$ cat src/rtl/clk_div_pkg.sv
// clk_div_pkg -- shared types and helpers for the programmable clock divider.
//
// Contents:
//   DIV_WIDTH_DEFAULT : default counter / divide-value width
//   DIV_WIDTH_MAX     : width of the configuration fields (widest legal WIDTH)
//   cfg_t             : one divider configuration (divide value, and the
//                       high-time field when CLK_DIV_DUTY_EN is defined)
//   eff_div()         : effective divide value, never below 1
//
// Optional feature macro: CLK_DIV_DUTY_EN adds the duty field to cfg_t.
package clk_div_pkg;

    localparam int DIV_WIDTH_DEFAULT = 20;
    localparam int DIV_WIDTH_MAX     = 32;

    // Fields are held at the maximum width so the package stays independent
    // of the WIDTH parameter; callers zero-extend into them.
    typedef struct packed {
        logic [DIV_WIDTH_MAX-1:0] div;
`ifdef CLK_DIV_DUTY_EN
        logic [DIV_WIDTH_MAX-1:0] duty;
`endif
    } cfg_t;

    // A divide value of 0 would give a one-cycle period with no low phase,
    // so it is treated as 1 (period of 2 cycles).
    function automatic logic [DIV_WIDTH_MAX-1:0] eff_div(input logic [DIV_WIDTH_MAX-1:0] div);
        return (div == '0) ? DIV_WIDTH_MAX'(1) : div;
    endfunction

endpackage

$ cat src/rtl/clk_div_cfg.sv
// clk_div_cfg -- pending / active configuration shadow registers.
//
// A load strobe parks the configuration in a pending register; it only
// becomes active at a period wrap, so the divider never changes mid-period.
// A load that coincides with the wrap bypasses the pending register.
//
// Ports:
//   in_clk     : clock
//   reset      : synchronous active-high reset (active <= RESET_CFG)
//   wrap       : high in the last cycle of a period (enabled and count == D_eff)
//   cfg_load   : one-cycle strobe capturing cfg_in
//   cfg_in     : requested configuration
//   active     : configuration currently in effect (registered)
//   active_nxt : value active takes at the next edge (for look-ahead logic)
//   cfg_busy   : a loaded configuration is waiting for the next wrap
module clk_div_cfg
    import clk_div_pkg::*;
#(
    parameter cfg_t RESET_CFG = '0
) (
    input  logic in_clk,
    input  logic reset,
    input  logic wrap,
    input  logic cfg_load,
    input  cfg_t cfg_in,
    output cfg_t active,
    output cfg_t active_nxt,
    output logic cfg_busy
);

    cfg_t pending;

    always_comb begin
        active_nxt = active;
        if (wrap) begin
            if (cfg_load) begin
                active_nxt = cfg_in;
            end else if (cfg_busy) begin
                active_nxt = pending;
            end
        end
    end

    always_ff @(posedge in_clk) begin
        if (reset) begin
            active   <= RESET_CFG;
            pending  <= '0;
            cfg_busy <= 1'b0;
        end else begin
            active <= active_nxt;
            if (wrap) begin
                // Whatever was pending (or bypassing) is applied here.
                cfg_busy <= 1'b0;
            end else if (cfg_load) begin
                pending  <= cfg_in;
                cfg_busy <= 1'b1;
            end
        end
    end

endmodule

$ cat src/rtl/clk_div_prog.sv
// clk_div_prog -- programmable clock divider with glitch-free registered output.
//
// The period is D_eff+1 in_clk cycles (D_eff = max(div_active, 1)). out_clk is
// low at the start of each period and high for the last H cycles, where
// H = (D_eff+1)>>1, or min(duty, D_eff) when CLK_DIV_DUTY_EN is defined.
//
// Optional feature macro: CLK_DIV_DUTY_EN (adds cfg_duty and a duty register).
//
// Ports:
//   in_clk     : clock, all state updates on posedge
//   reset      : synchronous active-high reset
//   en         : count enable; when low the counter and outputs hold
//   cfg_load   : one-cycle strobe capturing cfg_div (and cfg_duty)
//   cfg_div    : requested divide value D (period D+1)
//   cfg_duty   : requested high time in cycles (CLK_DIV_DUTY_EN only)
//   out_clk    : divided clock, registered
//   tick       : one-cycle pulse in the last cycle of each period
//   cfg_busy   : a loaded configuration awaits the next wrap
//   div_active : divide value currently in effect
module clk_div_prog
    import clk_div_pkg::*;
#(
    parameter int               WIDTH     = DIV_WIDTH_DEFAULT,
    parameter logic [WIDTH-1:0] RESET_DIV = WIDTH'(20'hFFFFF)
) (
    input  logic             in_clk,
    input  logic             reset,
    input  logic             en,
    input  logic             cfg_load,
    input  logic [WIDTH-1:0] cfg_div,
`ifdef CLK_DIV_DUTY_EN
    input  logic [WIDTH-1:0] cfg_duty,
`endif
    output logic             out_clk,
    output logic             tick,
    output logic             cfg_busy,
    output logic [WIDTH-1:0] div_active
);

    localparam int DW = DIV_WIDTH_MAX;

`ifdef CLK_DIV_DUTY_EN
    // Computed one bit wider so RESET_DIV = all-ones does not overflow.
    localparam logic [DW:0] RESET_DUTY = (DW+1)'((DW+1)'(RESET_DIV) + (DW+1)'(1)) >> 1;
    localparam cfg_t RESET_CFG = '{div: DW'(RESET_DIV), duty: RESET_DUTY[DW-1:0]};
`else
    localparam cfg_t RESET_CFG = '{div: DW'(RESET_DIV)};
`endif

    logic [WIDTH-1:0] count;
    logic [WIDTH-1:0] count_nxt;
    logic [DW-1:0]    d_eff;
    logic             wrap;
    logic             out_nxt;
    cfg_t             cfg_in;
    cfg_t             act;
    cfg_t             act_nxt;

    // High time for a configuration, one bit wider than the fields so that
    // D_eff+1 is representable for D_eff = all-ones.
    function automatic logic [DW:0] high_time(input cfg_t c);
        logic [DW-1:0] d;
        d = eff_div(c.div);
`ifdef CLK_DIV_DUTY_EN
        return (c.duty < d) ? {1'b0, c.duty} : {1'b0, d};
`else
        return ({1'b0, d} + (DW+1)'(1)) >> 1;
`endif
    endfunction

    // High phase begins at count == D_eff+1-H; never at count 0 since H <= D_eff.
    function automatic logic level_at(input logic [WIDTH-1:0] cnt, input cfg_t c);
        logic [DW:0] thresh;
        thresh = {1'b0, eff_div(c.div)} + (DW+1)'(1) - high_time(c);
        return (DW+1)'(cnt) >= thresh;
    endfunction

    always_comb begin
        cfg_in      = '0;
        cfg_in.div  = DW'(cfg_div);
`ifdef CLK_DIV_DUTY_EN
        cfg_in.duty = DW'(cfg_duty);
`endif
    end

    clk_div_cfg #(
        .RESET_CFG (RESET_CFG)
    ) u_cfg (
        .in_clk     (in_clk),
        .reset      (reset),
        .wrap       (wrap),
        .cfg_load   (cfg_load),
        .cfg_in     (cfg_in),
        .active     (act),
        .active_nxt (act_nxt),
        .cfg_busy   (cfg_busy)
    );

    assign d_eff = eff_div(act.div);
    assign wrap  = en && (DW'(count) == d_eff);

    always_comb begin
        count_nxt = count + WIDTH'(1);
        if (wrap) begin
            count_nxt = '0;
        end
    end

    // out_clk is registered from the next count and next configuration, so
    // the new period's first cycle already uses the newly applied divider.
    assign out_nxt = level_at(count_nxt, act_nxt);

    always_ff @(posedge in_clk) begin
        if (reset) begin
            count   <= '0;
            out_clk <= 1'b0;
        end else if (en) begin
            count   <= count_nxt;
            out_clk <= out_nxt;
        end
    end

    assign tick       = wrap;
    assign div_active = act.div[WIDTH-1:0];

endmodule

$ cat config.mk
export PLATFORM = sky130hd
export DESIGN_NAME = clk_div_prog
export DESIGN_NICKNAME = d
export VERILOG_FILES = /design/src/rtl/clk_div_pkg.sv /design/src/rtl/clk_div_cfg.sv /design/src/rtl/clk_div_prog.sv
export SDC_FILE = /design/constraint.sdc
export NUM_CORES = 1
export LEC_CHECK = 0
export CAP_MARGIN = 10
export CORE_ASPECT_RATIO = 1.4
export CORE_MARGIN = 2
export CORE_UTILIZATION = 47
export CTS_CLUSTER_SIZE = 25
export DETAILED_ROUTE_END_ITERATION = 12
export GPL_ROUTABILITY_DRIVEN = 0
export PLACE_DENSITY = 0.73
export SETUP_SLACK_MARGIN = 0.15
export SLEW_MARGIN = 15
export SYNTH_ARGS = -nofsm -noshare
export SYNTH_HDL_FRONTEND = slang
export SYNTH_SLANG_ARGS = --single-unit
$ cat constraint.sdc
create_clock -name in_clk -period 7.7 [get_ports in_clk]
set_input_delay 1.155 -clock in_clk [delete_from_list [all_inputs] [get_ports in_clk]]
set_output_delay 1.155 -clock in_clk [all_outputs]
set_load 0.03 [all_outputs]
==> results.cfg <==
; physical design summary
[synthesis]
ys_dominant_reg_cell = sky130_fd_sc_hd__dfxtp_1
number_of_flip_flops_and_latches_in_the_synthesized_netlist = 74
yosys.stat.seqShare_pct = 20.5
synth-cells-yosys = 958
synthCells = 958
ys_types = 61
synth.avg_cell_area_um2 = 7.53
synth.net_count = 1037
synthesis.area_um2 = 7210
synth_simple_gate_area_share_pct = 27.4
fraction_of_the_mapped_netlist_area_in_adder_cells_pct = 9.54
synth.yosys.chip_area_um2 = 7210
synth_xor_xnor_area_share_pct = 12.8
enable_flop_cells = 0
async_flop_share_pct = 0
top_logic_kind = simple AND/OR/NAND/NOR gates
ao_oa_area_share_pct = 14.7
muxShareOfSynthArea_pct = 7.03
yosysWarningCount = 0

[worst_setup_path]
critPathRequiredTime_ns = 7.99
max_stage_delay_ns = 0.59
path_common_cell = sky130_fd_sc_hd__buf_4
worst_path_max_delay_cell = sky130_fd_sc_hd__or4_4
end_kind = flop
cp-start-kind = flop
worst-path-max-fanout = 4
timing.setup.critical_path_class = flop to flop
critPathArrivalTime_ns = 8.17

[power]
clockPowerShare_pct = 45.3
power.density_cell_area_nw_per_um2 = 100
power_leakage_nw = 4.31
power_sequential_mw = 0.396
clockNetworkPower_mw = 0.442
seq_power_share_pct = 40.5
vdd_ir_drop_max_uv = 85.0
powerComb_mw = 0.139
comb_power_share_pct = 14.2
power.switching_fraction_pct = 27.3
intPower_mw = 0.710
net-switching-power_mw = 0.267
top_power_group = the clock network
finalPower_mw = 0.977

[sta]
final.min_clock_period_ns = 7.89
slew_headroom_pct = 42.1
setup-violations-final = 1
drv_slew = 0
fin_worst_skew_ns = 0.0141
grt_setup_unrepaired = true
max_freq_mhz = 127
finalClockPeriodUsage_pct = 102
timing_worst_slew_pin_value_ns = 0.867
timing.final.hold_violations = 0
tns_ns = -0.187
setup_slack_ns = -0.187

[final_layout]
layoutNonFillerInstCount = 1339
final-seq-area_um2 = 1500
fill_cells = 1200
nets = 1221
logic_area_um2 = 5540
lay_top_cells = sky130_fd_sc_hd__buf_4, sky130_fd_sc_hd__nand2_1, sky130_fd_sc_hd__nor2_1, sky130_fd_sc_hd__xnor2_1, sky130_fd_sc_hd__dfxtp_1
layout-area-overhead-vs-synth_pct = 34.9
diodes = 0
leading_cell_type_in_the_layout_fill_and_taps_excluded = sky130_fd_sc_hd__buf_4
post_route_cells_drive_above_1_share_pct = 27.5

[clocking]
clock_tree_from_tritoncts = yes
h-tree-depth = 3
cts_root_buffer = sky130_fd_sc_hd__clkbuf_16
clk_transition_reported_paths_ns = 0.06
cts_sinks = 74
postCtsHoldBufs = 0
clock_path_buffers = 2
worst_skew_pair.late_latency_ns = 0.36
cts_inserted_buffers = 9
post_cts.resized_instances = 45
total_setup_buffers_inserted_after_cts = 38

[drt]
mean_number_of_vias_per_cell = 5.79
route.detailed.drc = 0
wire_per_inst_um = 18.1
number_of_iterations_in_the_first_detailed_routing_pass = 5
drt_iter0_markers = 589
antenna_left = 0

[global_route]
antenna_found_initial = 0
grt_pass1_vias = 7333
track_usage_pct = 28.1
grt_start_max_net_pins = 55
grt.overflow.total = 0
global_route_wire_length_before_repair_um = 36100

[floorplan]
die_area_um2 = 16400
die_y_um = 151
die_width_um = 109
coreArea_um2 = 15000
std_cell_rows = 53
floorplan.core_util_pct = 48.1
ios = 47

[min_path]
min_path_type = flop to flop

[placed_design]
place_worst_setup_slack_ns = -0.593
post-place-cells = 1275
place_hpwl_um = 16200
numPortBuffers = 46

[job]
cap_violations = 0
log.warning_count = 29

[status]
outcome = finished, violations left
violations = setup timing
==> layer usage <==
layer  track usage (%)  vias up  wire length (µm)  part of all wire [%]
met3              3.38      110              1540                   6.3
met4              17.3        0              1450                   6.0
met5                 0        -                 0                     0
met2              47.7      328             11800                    49
met1              33.3     3626              9480                    39
li1                  -     3689                 -                     -
==> synthesized netlist by cell type (8+ instances only) <==
cell,count,share of area [%]
sky130_fd_sc_hd__xnor2_1,68,8.3
sky130_fd_sc_hd__buf_4,22,2.3
sky130_fd_sc_hd__clkbuf_1,33,1.7
sky130_fd_sc_hd__nand3_1,47,3.3
sky130_fd_sc_hd__o211ai_1,9,0.94
sky130_fd_sc_hd__o21ai_0,39,2.7
sky130_fd_sc_hd__nand2_1,109,5.7
sky130_fd_sc_hd__nor2_1,83,4.3
sky130_fd_sc_hd__buf_2,8,0.56
sky130_fd_sc_hd__o21a_1,15,1.6
sky130_fd_sc_hd__mux2i_1,36,5.0
sky130_fd_sc_hd__inv_1,38,2.0
sky130_fd_sc_hd__nand2b_1,9,0.78
sky130_fd_sc_hd__dfxtp_1,74,21
sky130_fd_sc_hd__a21o_1,13,1.4
sky130_fd_sc_hd__nor2b_1,23,2.0
sky130_fd_sc_hd__and3_1,24,2.1
sky130_fd_sc_hd__and2_1,12,1.0
sky130_fd_sc_hd__nand3b_1,8,0.83
sky130_fd_sc_hd__nor4_1,13,1.1
sky130_fd_sc_hd__xor2_1,34,4.1
sky130_fd_sc_hd__nor3_1,10,0.69
sky130_fd_sc_hd__nand4_1,17,1.5
sky130_fd_sc_hd__ha_1,55,9.5
sky130_fd_sc_hd__mux2_2,13,2.0
sky130_fd_sc_hd__a21oi_1,64,4.4
==> area by class of cell <==
type	instances	area share, %
multi-input combinational	771	56.9
timing repair buffer	247	20.7
sequential	74	15.4
tap	192	2.47
clock buffer	10	2.35
inverter	39	1.51
clock inverter	6	0.682
==> metrics by stage <==
stage	area, µm²	utilization [%]	hold WS [ns]
global route	9720	64.9	0.479
finish	9720	64.9	0.453
CTS	9450	63.1	0.455
detailed placement	8750	58.4	0.447
floorplan	7330	-	0.433
global placement	8750	58.4	0.441
==> critical path: cells and delay by family (launching register included) <==
family	cells	cell delay (ns)
AND-OR/OR-AND	12	2.22
XOR/XNOR	2	0.34
adder cells (fa/ha/maj)	3	0.72
buffers and inverters	3	0.30
flip-flops	1	0.42
AND/OR/NAND/NOR	12	3.84
==> final timing paths <==
path	start	end	slack (ns)	cells after the start
worst max-delay path	u_cfg.active[14]	out_clk	-0.19	32
worst min-delay path	u_cfg.pending[14]	u_cfg.pending[14]	0.45	2
worst max register to register	u_cfg.active[14]	out_clk	-0.19	32
worst min register to register	u_cfg.pending[14]	u_cfg.pending[14]	0.45	2
==> registers in the layout (all words and copies together) (netlist names) <==
register and cells:
u_cfg.active 32, count 20, u_cfg.pending 20, out_clk 1
u_cfg.cfg_busy 1
==> cells by family (layout without fill, tap and decap cells) <==
group	count (synthesis)	in the layout
adder cells (fa/ha/maj)	55	55
buffers and inverters	113	302
XOR/XNOR	104	104
AND-OR/OR-AND	173	173
multiplexers	49	49
AND/OR/NAND/NOR	390	390
flip-flops	74	74
Fig. 1: met1 routing
Bar = 20 µm. Cells faint in the background.
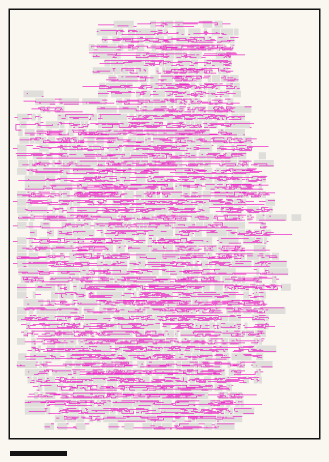
share of all routed wire: 39%
nets with wire on the layer: 1146
longest straight run: 40.5 µm
wire length on this layer: 9480 µm
main direction: horizontal
via count: 7753
met1 demand-to-capacity share in global routing: 33.3%
total wire length after detailed routing: 24200 µm

Fig. 2: M2 wires
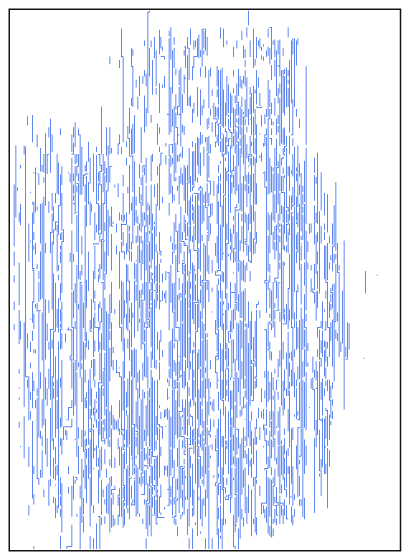
wire length on this layer: 11800 µm
share of all routed wire: 49%
nets with wire on the layer: 1057
longest straight run: 64.1 µm
main direction: vertical

